$ cat src/rtl/addsub_pkg.sv
// Shared definitions for the nibble-serial add/subtract datapath:
// the slice width and the sequencer state encoding.
package addsub_pkg;

    localparam int NIBBLE_W = 4;

    typedef enum logic [1:0] {
        NSA_IDLE,
        NSA_RUN,
        NSA_DONE
    } nsa_state_t;

endpackage

$ cat src/rtl/fasrip.sv
// fasrip: 4-bit ripple-carry add/subtract slice.
// With s_op=1 the b operand is inverted, so the caller supplies cin=1
// on the first pass to form the two's complement of b.
module fasrip
    import addsub_pkg::*;
(
    output logic [NIBBLE_W-1:0] s,
    output logic                cout,
    input  logic [NIBBLE_W-1:0] a,
    input  logic [NIBBLE_W-1:0] b,
    input  logic                cin,
    input  logic                s_op
);

    logic [NIBBLE_W-1:0] b_x;
    logic [NIBBLE_W:0]   c;

    assign b_x  = b ^ {NIBBLE_W{s_op}};
    assign c[0] = cin;

    // One full adder per bit, carry rippling from bit 0 upward.
    for (genvar i = 0; i < NIBBLE_W; i++) begin : g_fa
        assign s[i]   = a[i] ^ b_x[i] ^ c[i];
        assign c[i+1] = (a[i] & b_x[i]) | (c[i] & (a[i] ^ b_x[i]));
    end

    assign cout = c[NIBBLE_W];

endmodule

$ cat src/rtl/nibble_serial_addsub.sv
// nibble_serial_addsub: WIDTH-bit add/subtract built from one 4-bit slice.
// Operands are latched on start and fed to the slice one nibble per clock,
// LSB first, with the carry chained through carry_r. The result is shifted
// in from the top so it is aligned once the last nibble has been processed.
// Optional feature: define NSA_OVF_EN to produce the signed overflow flag;
// without it ovf is tied low and no MSB capture logic exists.
module nibble_serial_addsub
    import addsub_pkg::*;
#(
    parameter int WIDTH = 16
) (
    input  logic             clk,
    input  logic             rst,
    input  logic             start,
    input  logic [WIDTH-1:0] a,
    input  logic [WIDTH-1:0] b,
    input  logic             sub,
    output logic             busy,
    output logic             done,
    output logic [WIDTH-1:0] result,
    output logic             cout,
    output logic             ovf
);

    localparam int NIBBLES = WIDTH / NIBBLE_W;
    localparam int CNT_W   = $clog2(NIBBLES);
    localparam logic [CNT_W-1:0] LAST_CNT = CNT_W'(NIBBLES - 1);

    nsa_state_t          state;
    logic [WIDTH-1:0]    a_r;
    logic [WIDTH-1:0]    b_r;
    logic                sub_r;
    logic                carry_r;
    logic [CNT_W-1:0]    cnt;
    logic [WIDTH-1:0]    result_r;
    logic                cout_r;
    logic [NIBBLE_W-1:0] slice_s;
    logic                slice_cout;

`ifdef NSA_OVF_EN
    logic [1:0]          msb_r;
    logic                ovf_r;
`endif

    fasrip u_slice (
        .s    (slice_s),
        .cout (slice_cout),
        .a    (a_r[NIBBLE_W-1:0]),
        .b    (b_r[NIBBLE_W-1:0]),
        .cin  (carry_r),
        .s_op (sub_r)
    );

    // Sequencer: accept a request, run one slice pass per nibble, then
    // present the finished result for a single done cycle.
    always_ff @(posedge clk) begin
        if (rst) begin
            state    <= NSA_IDLE;
            a_r      <= '0;
            b_r      <= '0;
            sub_r    <= 1'b0;
            carry_r  <= 1'b0;
            cnt      <= '0;
            result_r <= '0;
            cout_r   <= 1'b0;
`ifdef NSA_OVF_EN
            msb_r    <= 2'b00;
            ovf_r    <= 1'b0;
`endif
        end else begin
            case (state)
                NSA_IDLE: begin
                    if (start) begin
                        a_r      <= a;
                        b_r      <= b;
                        sub_r    <= sub;
                        carry_r  <= sub;
                        cnt      <= '0;
                        result_r <= '0;
`ifdef NSA_OVF_EN
                        msb_r    <= {a[WIDTH-1], b[WIDTH-1]};
`endif
                        state    <= NSA_RUN;
                    end
                end
                NSA_RUN: begin
                    a_r      <= a_r >> NIBBLE_W;
                    b_r      <= b_r >> NIBBLE_W;
                    result_r <= {slice_s, result_r[WIDTH-1:NIBBLE_W]};
                    carry_r  <= slice_cout;
                    cnt      <= cnt + CNT_W'(1);
                    if (cnt == LAST_CNT) begin
                        cout_r <= slice_cout;
`ifdef NSA_OVF_EN
                        ovf_r  <= (msb_r[1] == (msb_r[0] ^ sub_r)) &&
                                  (slice_s[NIBBLE_W-1] != msb_r[1]);
`endif
                        state  <= NSA_DONE;
                    end
                end
                NSA_DONE: begin
                    state <= NSA_IDLE;
                end
                default: begin
                    state <= NSA_IDLE;
                end
            endcase
        end
    end

    assign busy   = (state == NSA_RUN);
    assign done   = (state == NSA_DONE);
    assign result = result_r;
    assign cout   = cout_r;

`ifdef NSA_OVF_EN
    assign ovf = ovf_r;
`else
    assign ovf = 1'b0;
`endif

endmodule

$ cat config.mk
export PLATFORM = sky130hd
export DESIGN_NAME = nibble_serial_addsub
export DESIGN_NICKNAME = d
export VERILOG_FILES = /design/src/rtl/addsub_pkg.sv /design/src/rtl/fasrip.sv /design/src/rtl/nibble_serial_addsub.sv
export SDC_FILE = /design/constraint.sdc
export NUM_CORES = 1
export LEC_CHECK = 0
export CAP_MARGIN = 40
export CORE_ASPECT_RATIO = 0.5
export CORE_UTILIZATION = 44
export CTS_CLUSTER_DIAMETER = 80
export CTS_CLUSTER_SIZE = 28
export DETAILED_ROUTE_END_ITERATION = 16
export PLACE_DENSITY = 0.73
export SETUP_SLACK_MARGIN = 0.05
export SYNTH_ARGS = -nofsm -noshare
export SYNTH_HDL_FRONTEND = slang
export SYNTH_SLANG_ARGS = --single-unit
$ cat constraint.sdc
create_clock -name clk -period 2.58 [get_ports clk]
set_input_delay 0.516 -clock clk [delete_from_list [all_inputs] [get_ports clk]]
set_output_delay 0.516 -clock clk [all_outputs]
set_load 0.1 [all_outputs]
==> results.txt <==
Notes on the physical implementation.

- The number of warnings the tools reported is 26, for reference.
- After detailed routing, the met3 layer carries 149 um of wire.
- The number of gates resized after cts is 0, for reference.
- The worst hold path startpoint is cout, for reference.
- The fraction of power consumed by combinational cells is 0.199, for reference.
- The wire-length estimate of the detail-placed layout is 3540 um.
- Setup repair after global routing left no endpoint under its margin.
- The wire length of the first global-routing pass is 8130 um, for reference.
- By instance count, the leading cell after synthesis is sky130_fd_sc_hd__dfxtp_1.
- The number of global-route vias before repair is 1721, for reference.
- The sequential cell area share is 0.362, for reference.
- In this run the VDD rail shows a maximum IR drop of 0.000268 V.
- The leading power group is sequential cells, for reference.
- The number of standard-cell rows in the floorplan is 18, for reference.
- The horizontal die dimension is 106 um, for reference.
- The top-level port count is 56, for reference.
- The floorplan step defined a die boundary enclosing 5760 um2.
- By instance count after routing, the leading logic cell types are sky130_fd_sc_hd__dfxtp_1 (53), sky130_fd_sc_hd__nor2_1 (50), sky130_fd_sc_hd__clkdlybuf4s50_1 (34).
- The signal on the critical path passes through xor2_2 > fa_1 > inv_1 > fa_1 > fa_1 > inv_1 > fa_1 > a22oi_1 > nor2_1.
- On the final layout, the worst clock skew is 0.00527 ns.
- The share of total power consumed by net switching is 0.272, for reference.
- Sequential power for this build is 939 uW.
- The area occupied by registers is 1100 um2, for reference.
- The logic depth of the worst setup path including buffers is 9, for reference.
- The power consumed by the clock network is 578 uW, for reference.
- The fraction of post-synthesis cell area in the top cell type by area is 0.460, for reference.
- The most frequent logic cell in the layout is sky130_fd_sc_hd__dfxtp_1, for reference.
- The number of buffers and inverters on the critical path is 2, for reference.
- For this run, the final setup violation count is recorded as 0.
- The instance count after placement with tap cells included is 351, for reference.
- After detailed routing, the number of vias per cell comes to 5.05.
- The run finished with clean final reports.
- The area fraction of clock buffers and clock inverters is 0.0386, for reference.
- The script extracted a net switching power of 516 uW.
- The met2 demand-to-capacity share in global routing is 0.325, for reference.
- In the finished design, the share of the clock period the worst path needs comes to 0.920.
- Relative to the synthesized area, the layout overhead comes to 27.3%.
- The final weighted congestion recorded by global placement is 0.809.
- Fill cells in the final layout number 434.
- The largest stage delay on the critical path is 0.41 ns, for reference.
- The maximum buffer depth of the clock tree is 2, for reference.
- The number of detailed-routing iterations run before antenna repair is 4, for reference.
- For this run, design rule violations remaining after detail routing come to 0.
- The design draws 1.90 mW.
- The number of cells in the finished layout apart from fillers is 359, for reference.
- In this run, power in combinational logic comes to 377 uW.
- The class of the tightest hold or removal check is flop to flop, for reference.
- Per STA, the library cell used most along the worst path is sky130_fd_sc_hd__fa_1.
- The clock input transition at the sequential cells of the worst setup and hold paths is 0.09 ns, for reference.
- By area, logic gates come first.
- The instance tally after logic synthesis is 242, for reference.
- The core utilization of the finished layout is 0.599, for reference.
- Before any placement, the netlist area is recorded as 2400 um2.
- Once routing completed, OpenROAD measured the worst setup slack at 0.205 ns.
- The most critical setup path has its startpoint at sub_r.
- The synthesized netlist net count is 283, for reference.
- The final-stage net count is 329, for reference.
- The number of post-CTS setup repair buffers is 0, for reference.
- The detailed route wirelength on metal2 is 2260 um, for reference.
- With fillers left out, the area of the finished cells amounts to 3050 um2.
- The data arrival time reported for the critical path is 2.54 ns.
- The number of cells on the worst reg-to-reg path is 9, for reference.
- In this run, the synthesized area fraction spent on and/or/nand/nor cells is recorded as 0.116.
- STA classifies the critical path endpoint as a flop.
- The post-synthesis chip area from yosys is 2400 um2, for reference.
- Non-clock inverters in the final layout number 7.
- Measured against its own limit, the worst slew margin works out to 0.572.
- The initial antenna violation count is 0, for reference.
- The mux contribution to synthesized area is 0.109, for reference.
- The total of max-cap violations is 0, for reference.
- The post-cts hold buffer count is 0, for reference.
- The count of port buffers added during placement is 54, for reference.
- The critical path endpoint has a required time of 2.75 ns.
- The setup slack of the worst register-to-register path is 0.21 ns, for reference.
- The non-clock buffer total of the final layout is 61, for reference.
- The final hold slack is 0.484 ns, for reference.
- In this run, the synthesized area fraction spent on AND-OR/OR-AND gates is recorded as 0.197.
- The fraction of area in multi-input gates is 0.377, for reference.
- TritonCTS built the clock tree.
- The actual transition at the worst max-transition pin is 0.642 ns, for reference.
- The smallest clock period supported by the final layout is computed as 2.37 ns.
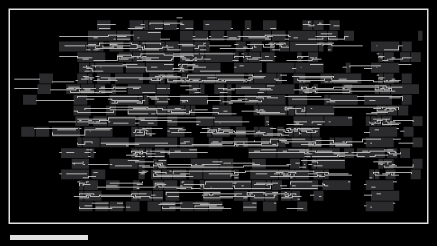
(images/met1.png)
The bar under the picture is 20 um long.
nets with wire on the layer = 296
main direction = horizontal
wire length on this layer = 2440 um
longest straight run = 31.5 um
share of all routed wire = 50%
Detailed Route WL: 4870 um
routed vias: 1814
met1 global-route usage: 0.238

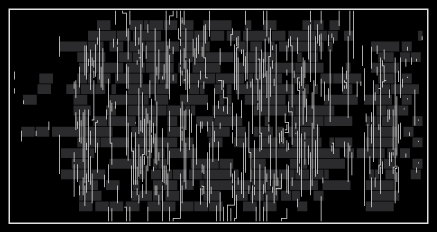
(images/met2.png)
share of all routed wire = 46%
nets with wire on the layer = 278
longest straight run = 36.0 um

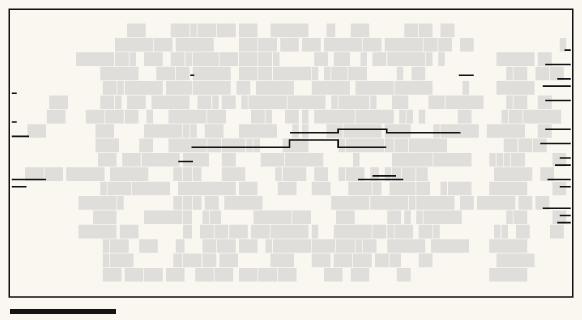
(images/met3.png)
The bar under the picture is 20 um long.
wire length on this layer = 150 um
main direction = horizontal
longest straight run = 18.4 um
nets with wire on the layer = 23
met3 track demand over resource in global routing: 0.0400

No activity file was given, so power comes from the tool's default toggle rates.
